==> config.mk <==
export PLATFORM = sky130hd
export DESIGN_NAME = carfield_l2_dual_port_arbiter
export DESIGN_NICKNAME = d
export VERILOG_FILES = /design/src/rtl/carfield_l2_dual_port_arbiter.sv
export SDC_FILE = /design/constraint.sdc
export NUM_CORES = 1
export LEC_CHECK = 0
export CORE_AREA = 2 2 440 442
export CTS_CLUSTER_SIZE = 8
export DETAILED_ROUTE_END_ITERATION = 7
export DIE_AREA = 0 0 442 444
export PLACE_DENSITY_LB_ADDON = 0.15
export RECOVER_POWER = 25
export SLEW_MARGIN = 30
export SYNTH_ARGS = -nofsm -noshare
export SYNTH_HDL_FRONTEND = slang
export SYNTH_SLANG_ARGS = --single-unit
==> constraint.sdc <==
create_clock -name clk_i -period 4.15 [get_ports clk_i]
set_input_delay 0.415 -clock clk_i [delete_from_list [all_inputs] [get_ports clk_i]]
set_output_delay 0.415 -clock clk_i [all_outputs]
set_load 0.03 [all_outputs]
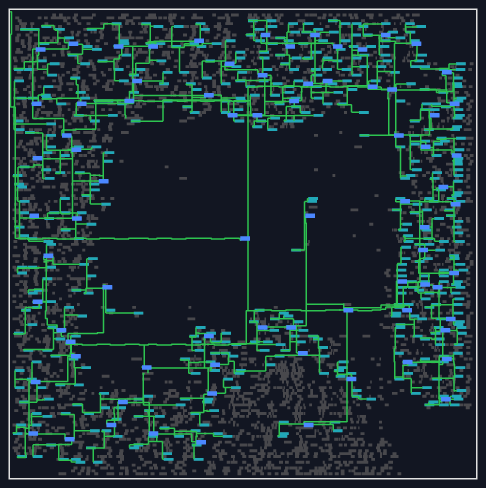
Fig. 1. Clock distribution (run 1).
Key: clock wires = green [length 11,100 um]; flip-flops = cyan [count 504]; clock-net drivers = blue [count 78]
Position of the flops: widely spread.
Final Skew: 0.0398 ns
Clock Power Share: 43.9%
clk latency late pin: 0.71 ns
Power Clock: 6320 uW

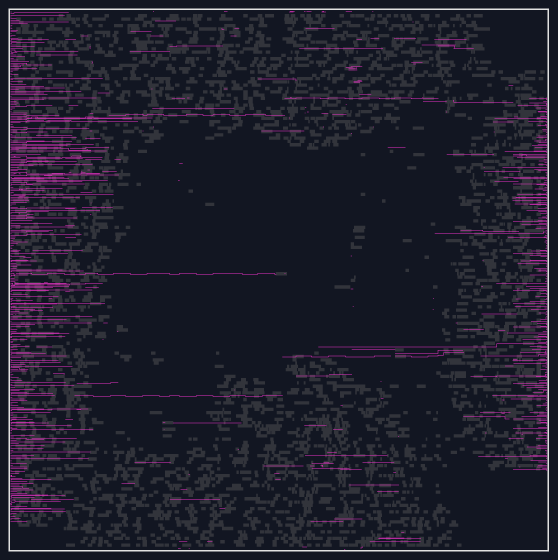
Fig. 2. Signal wires on met3 (run 1).
Cells faint in the background.
623 nets have wire on it. The wires run mostly horizontal.
total number of vias: 25.1k
met3 Use GR: 5.74%

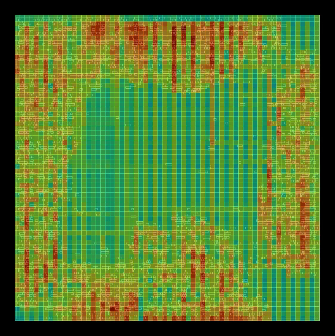
Fig. 3. Track usage over the die (run 1).
M1 GR Usage: 16.9%
post-layout util: 23.8%
WL/cell: 24.2 um

==> Changelog: implementation, run 1 <==
### Implementation results

- Clock network area share: 5.08%
- Sequential share of cell area: 27.6%
- DP HPWL: 117,000 um
- Core Area: 192,000 um^2
- Max VDD drop: 0.281 mV
- Complex Gates by Area: 14.8%
- Htree depth: 3
- Post-synth top area cell: dfrtp_1
- Post-layout min period: 4.25 ns
- DR DRC count: 0
- Final period util: 102%
- Outcome: finished, violations left
- Mux share: 23.1%
- Chip Area, Yosys: 26,700 um^2
- Hold crit path type: in2reg
- R2R Setup Slk: 0.17 ns
- Syn Area/Cell: 10.9 um^2
- Lkg Pwr: 0.0211 uW
- DR iter-0 viols: 994
- Top Ports: 1,144
- Fmax: 0.235 GHz
- RSZ-0062 raised after global routing: yes
- Reg2Reg Depth: 4
- Cell Area, Synth: 26,700 um^2
- Die area: 196,000 um^2
- CP Capture Type: primary output
- Drt total wl: 153,000 um
- Final instance area: 45,600 um^2
- Cell Rows: 161
- Max incr delay on CP: 0.58 ns
- Main logic family after synthesis: multiplexers
- CTS Buf Count: 78
- Final Hold Viols: 0
- Async SR Flop Fraction: 100%
- CTS tree: yes
- Final non-clock buffer share: 30.6%
- Number of logic gates: 1,733
- Initial antenna violation count: 46
- Max-cap viol count: 1
- Combinational share of cell area: 29.5%
- Area of the multi-input gates: 13,500 um^2
- Top cells, area: dfrtp_1, mux2i_1, o31ai_1
- Buffers, non-clock: 1,407
- Tapcell Cnt: 2,526
- Clk sink count: 504
- Clock tree buffer depth: 3
- Area Growth Syn to Fin: 71.0%
- Layout cells sized above 1: 14.8%
- Clk pin slew, worst setup/hold paths: 0.05 ns
- Setup violators final: 4
- Nets: 4,449
- Tool warnings: 49
- Grt total ovfl: 0
- Register area: 12,600 um^2
- Synth Seq Share: 47.3%
- Max FO, Critical Path: 4
- Final Max Tran Viols: 152
- Yosys cell count: 2,457
- Cell Type Count: 71
- Tightest Pin Transition: 2.26 ns
- First-pass iteration count of the detailed router: 5
- Xor+xnor area frac: 0.427%
- Commonest non-fill, non-tap cell in the layout: clkdlybuf4s50_1
- Failing checks: capacitance limit, slew limit, setup timing
- Die X: 442 um
- Most numerous cell in the Yosys netlist: dfrtp_1
- Rel. slew slack: -50.8%
- Final Worst Setup Slack: -0.103 ns
- Largest cell class by area: buffers
- Power per cell area: 315 nW/um^2
- Dpl cell area: 42,900 um^2
- Net Count, Synth: 3,163
- Drt via density: 3.98
==> run 1: critical path, delay by kind of cell <==
family | cells | cell delay (ns)
AND-OR/OR-AND | 3 | 0.85
adder cells (fa/ha/maj) | 1 | 0.21
buffers and inverters | 5 | 1.26
AND/OR/NAND/NOR | 5 | 1.09
==> run 1: through the flow <==
step | total power (uW) | std cells | setup TNS (ns) | utilization (%) | hold slack, ns
after CTS | 14800 | 6297 | -0.717 | 23.7 | 0.145
final | 14400 | 6317 | -0.374 | 23.8 | 0.286
after global placement | 8180 | 6172 | -97.43 | 22.4 | 0.268
after detailed placement | 8170 | 6172 | -101.12 | 22.4 | 0.269
after floorplan | 6400 | 2457 | 0 | - | 0.119
after global routing | 15100 | 6311 | -1.65 | 23.8 | 0.228
==> run 1: kinds of logic after synthesis <==
group | Yosys count
flip-flops | 504
buffers and inverters | 220
AND/OR/NAND/NOR | 564
XOR/XNOR | 13
multiplexers | 595
AND-OR/OR-AND | 541
adder cells (fa/ha/maj) | 20
==> run 1: per-layer routing <==
| layer | GRT usage [%] | up-vias | part of all wire [%] |
|---|---|---|---|
| met2 | 27.0 | 846 | 51 |
| li1 | - | 11700 | - |
| met1 | 16.9 | 12400 | 39 |
| met5 | 0 | - | 0.12 |
| met3 | 5.74 | 186 | 8.1 |
| met4 | 3.62 | 30 | 2.1 |
==> run 1: power by group <==
| group | switching, uW | internal, uW |
|---|---|---|
| clock | 2670 | 3650 |
| sequential | 152 | 5190 |
| combinational | 1380 | 1350 |
| total | 4200 | 10200 |
==> run 1: what timing repair did <==
| item | CTS | global route |
|---|---|---|
| buffers inserted | 10 | 3 |
| cloned | 1 | 0 |
| hold buffers | 1 | 1 |
| hold endpoints to repair | 100 | 8 |
| pin swaps | 20 | 23 |
| gates resized | 42 | 32 |
| endpoints found under the setup margin | 4 | 4 |
--- run 2 (diff from run 1) ---
--- a/config.mk
+++ b/config.mk
@@ -5,13 +5,13 @@
 export SDC_FILE = /design/constraint.sdc
 export NUM_CORES = 1
 export LEC_CHECK = 0
+export CAP_MARGIN = 10
 export CORE_AREA = 2 2 440 442
 export CTS_CLUSTER_SIZE = 8
 export DETAILED_ROUTE_END_ITERATION = 7
 export DIE_AREA = 0 0 442 444
 export PLACE_DENSITY_LB_ADDON = 0.15
 export RECOVER_POWER = 25
-export SLEW_MARGIN = 30
 export SYNTH_ARGS = -nofsm -noshare
 export SYNTH_HDL_FRONTEND = slang
 export SYNTH_SLANG_ARGS = --single-unit
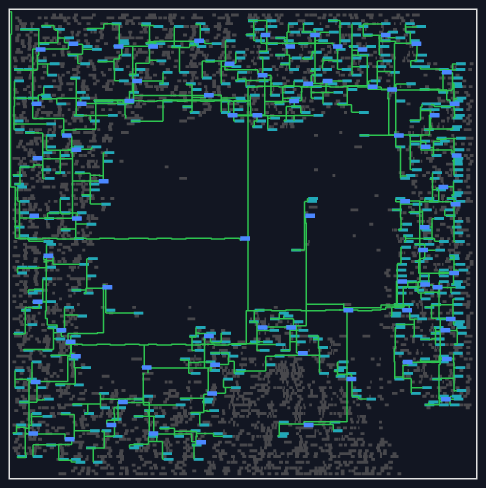
Fig. 4. Clock distribution (run 2).
Key: clock wires = green [length 11,100 um]; clock-net drivers = blue [count 78]; flip-flops = cyan [count 504]
Position of the flops: widely spread. There are 79 routed clock nets.
Final Skew: 0.0396 ns

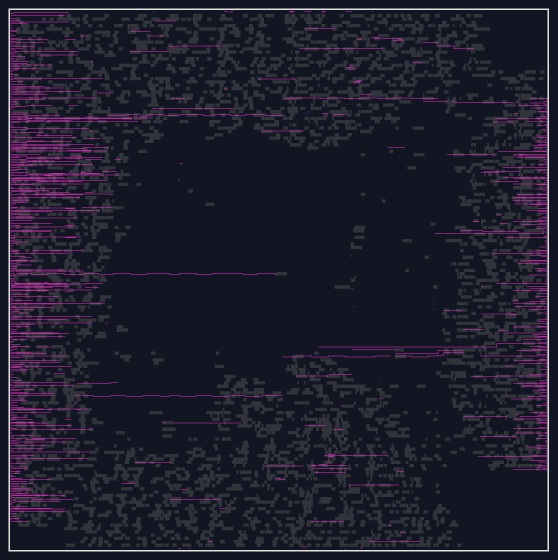
Fig. 5. Signal wires on met3 (run 2).
Cells faint in the background.
The layer carries 12,300 um of wire. The wires run mostly horizontal. 617 nets have wire on it. The longest straight run is 147 um.
total number of vias: 25.1k
drt total wl: 153,000 um

==> Changelog: implementation, run 2 <==
### Implementation results

- CTS tree: yes (unchanged)
- Clock tree buffer depth: 3 (unchanged)
- Clk pin slew, worst setup/hold paths: 0.05 ns (about the same)
- Cell family with most CP delay: buffers and inverters (unchanged)
- Top-area cell share: 47.3% (unchanged)
- RSZ-0062 raised after global routing: yes (unchanged)
- CP bufs+invs: 5 (unchanged)
- Cell Rows: 161 (unchanged)
- Lkg Pwr: 0.0212 uW (was 0.0211 uW)
- Final Max Tran Viols: 255 (was 152)
- Final Worst Setup Slack: -0.120 ns (was -0.103 ns)
- Core Area: 192,000 um^2 (unchanged)
- Die X: 442 um (unchanged)
- Clk sink count: 504 (unchanged)
- Max reg flops: 256 (unchanged)
- Rel. slew slack: -56.5% (was -50.8%)
- Final period util: 103% (was 102%)
- Final Hold Viols: 0 (unchanged)
- Post-synth top area cell: dfrtp_1 (unchanged)
- CP Capture Type: primary output (unchanged)
- Area Growth Syn to Fin: 70.9% (was 71.0%)
- Most numerous cell in the Yosys netlist: dfrtp_1 (unchanged)
- Setup violators final: 4 (unchanged)
- First-pass iteration count of the detailed router: 5 (unchanged)
- Synth Seq Share: 47.3% (unchanged)
- Cell Type Count: 71 (unchanged)
- Final instance area: 45,600 um^2 (about the same)
- Top cells, area: dfrtp_1, mux2i_1, o31ai_1 (unchanged)
- DR DRC count: 0 (unchanged)
- Levels on crit path: 14 (unchanged)
- Tightest Pin Transition: 2.35 ns (was 2.26 ns)
- Layout cells sized above 1: 14.8% (about the same)
- Commonest non-fill, non-tap cell in the layout: clkdlybuf4s50_1 (unchanged)
- Initial antenna violation count: 47 (was 46)
- Yosys cell count: 2,457 (unchanged)
- Net Count, Synth: 3,163 (unchanged)
- Area of the multi-input gates: 13,500 um^2 (about the same)
- Max FO, Critical Path: 4 (unchanged)
- DP HPWL: 117,000 um (unchanged)
- Syn Area/Cell: 10.9 um^2 (unchanged)
- Nets: 4,447 (was 4,449)
- Failing checks: capacitance limit, slew limit, setup timing (unchanged)
- Largest net degree at the start of global routing: 160 (unchanged)
- Top Ports: 1,144 (unchanged)
- Register area: 12,600 um^2 (unchanged)
- Tool warnings: 49 (unchanged)
- Max incr delay on CP: 0.58 ns (about the same)
- Cell Area, Synth: 26,700 um^2 (unchanged)
- Htree depth: 3 (unchanged)
- Clk latency late pin: 0.71 ns (about the same)
- Fmax: 0.234 GHz (was 0.235 GHz)
- Die area: 196,000 um^2 (unchanged)
- Hold crit path type: in2reg (unchanged)
- Chip Area, Yosys: 26,700 um^2 (unchanged)
- Total Power: 14,400 uW (about the same)
- Async SR Flop Fraction: 100% (unchanged)
- CTS Buf Count: 78 (unchanged)
- Total negative slack: -0.413 ns (was -0.374 ns)
- Power per cell area: 315 nW/um^2 (about the same)
- DR iter-0 viols: 977 (was 994)
- Worst-case hold slack: 0.275 ns (was 0.286 ns)
- Max VDD drop: 0.280 mV (was 0.281 mV)
- Dpl cell area: 42,900 um^2 (unchanged)
- Outcome: finished, violations left (unchanged)
- Drt via density: 3.97 (was 3.98)
- Reg2Reg Depth: 4 (unchanged)
- Max-cap viol count: 3 (was 1)
- R2R Setup Slk: 0.18 ns (was 0.17 ns)
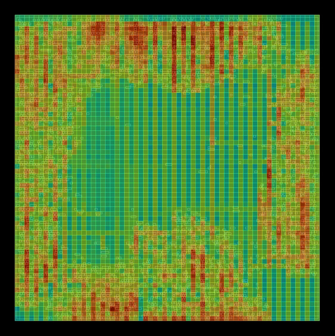
Fig. 6. Track usage over the die (run 2).
busiest grt layer: met2
All-Layer GR Usage: 15.1%
GRT met2 Usage: 27.0%
post-layout util: 23.8%
WL/cell: 24.2 um

-- run 2: logic make-up (layout without fill, tap and decap cells) --
family	Yosys count	in the layout	share of synthesized area [%]
simple gates	564	564	9.36
other cells	0	16	0
flops	504	504	47.3
compound gates	541	541	14.8
xor+xnor	13	13	0.427
buf+inv	220	1537	4.00
fa+ha+maj	20	20	0.994
mux	595	595	23.1
-- run 2: metal layers --
layer | vias up | track usage (%) | wire (um)
li1 | 11700 | - | -
met1 | 12400 | 16.9 | 59300
met2 | 834 | 27.0 | 77600
met3 | 189 | 5.74 | 12300
met4 | 32 | 3.62 | 3190
met5 | - | 0 | 192
-- run 2: metrics by stage --
step,setup slack [ns],cells,util (%)
floorplan,0.323,2457,-
global placement,-0.630,6172,22.4
detailed placement,-0.636,6172,22.4
CTS,-0.181,6297,23.7
global route,-0.257,6310,23.8
finish,-0.120,6316,23.8
-- run 2: worst reg2reg max path: stages (launching register included) --
cell and delay, ns:
dfrtp_1 0.54, mux4_2 0.63, nand3b_1 0.18, clkbuf_2 1.00, o31ai_1 1.42
-- run 2: layout make-up --
class                   count  area share (%)
diodes                     16          0.0878
repair buffers           1405            30.6
well taps                2526            6.93
flip-flops and latches    504            27.6
clock buffers             102            4.67
multi-input cells        1733            29.5
clock inverters            11           0.406
inverters                  19           0.162
-- run 2: what timing repair did --
action	4_1_cts	5_1_grt
cloned	1	0
buffers inserted	10	3
setup endpoints to repair	4	4
pin swaps	20	23
resized	42	32
hold buffers	1	0
endpoints found under the hold margin	100	0
-- run 2: power breakdown --
| group | total, uW | internal, uW | leakage (uW) | switching (uW) |
|---|---|---|---|---|
| combinational | 2730 | 1350 | 0.0130 | 1380 |
| sequential | 5340 | 5190 | 0.00700 | 152 |
| clock | 6320 | 3650 | 0.00113 | 2670 |
| total | 14400 | 10200 | 0.0212 | 4200 |
No activity file was given, so power comes from the tool's default toggle rates.
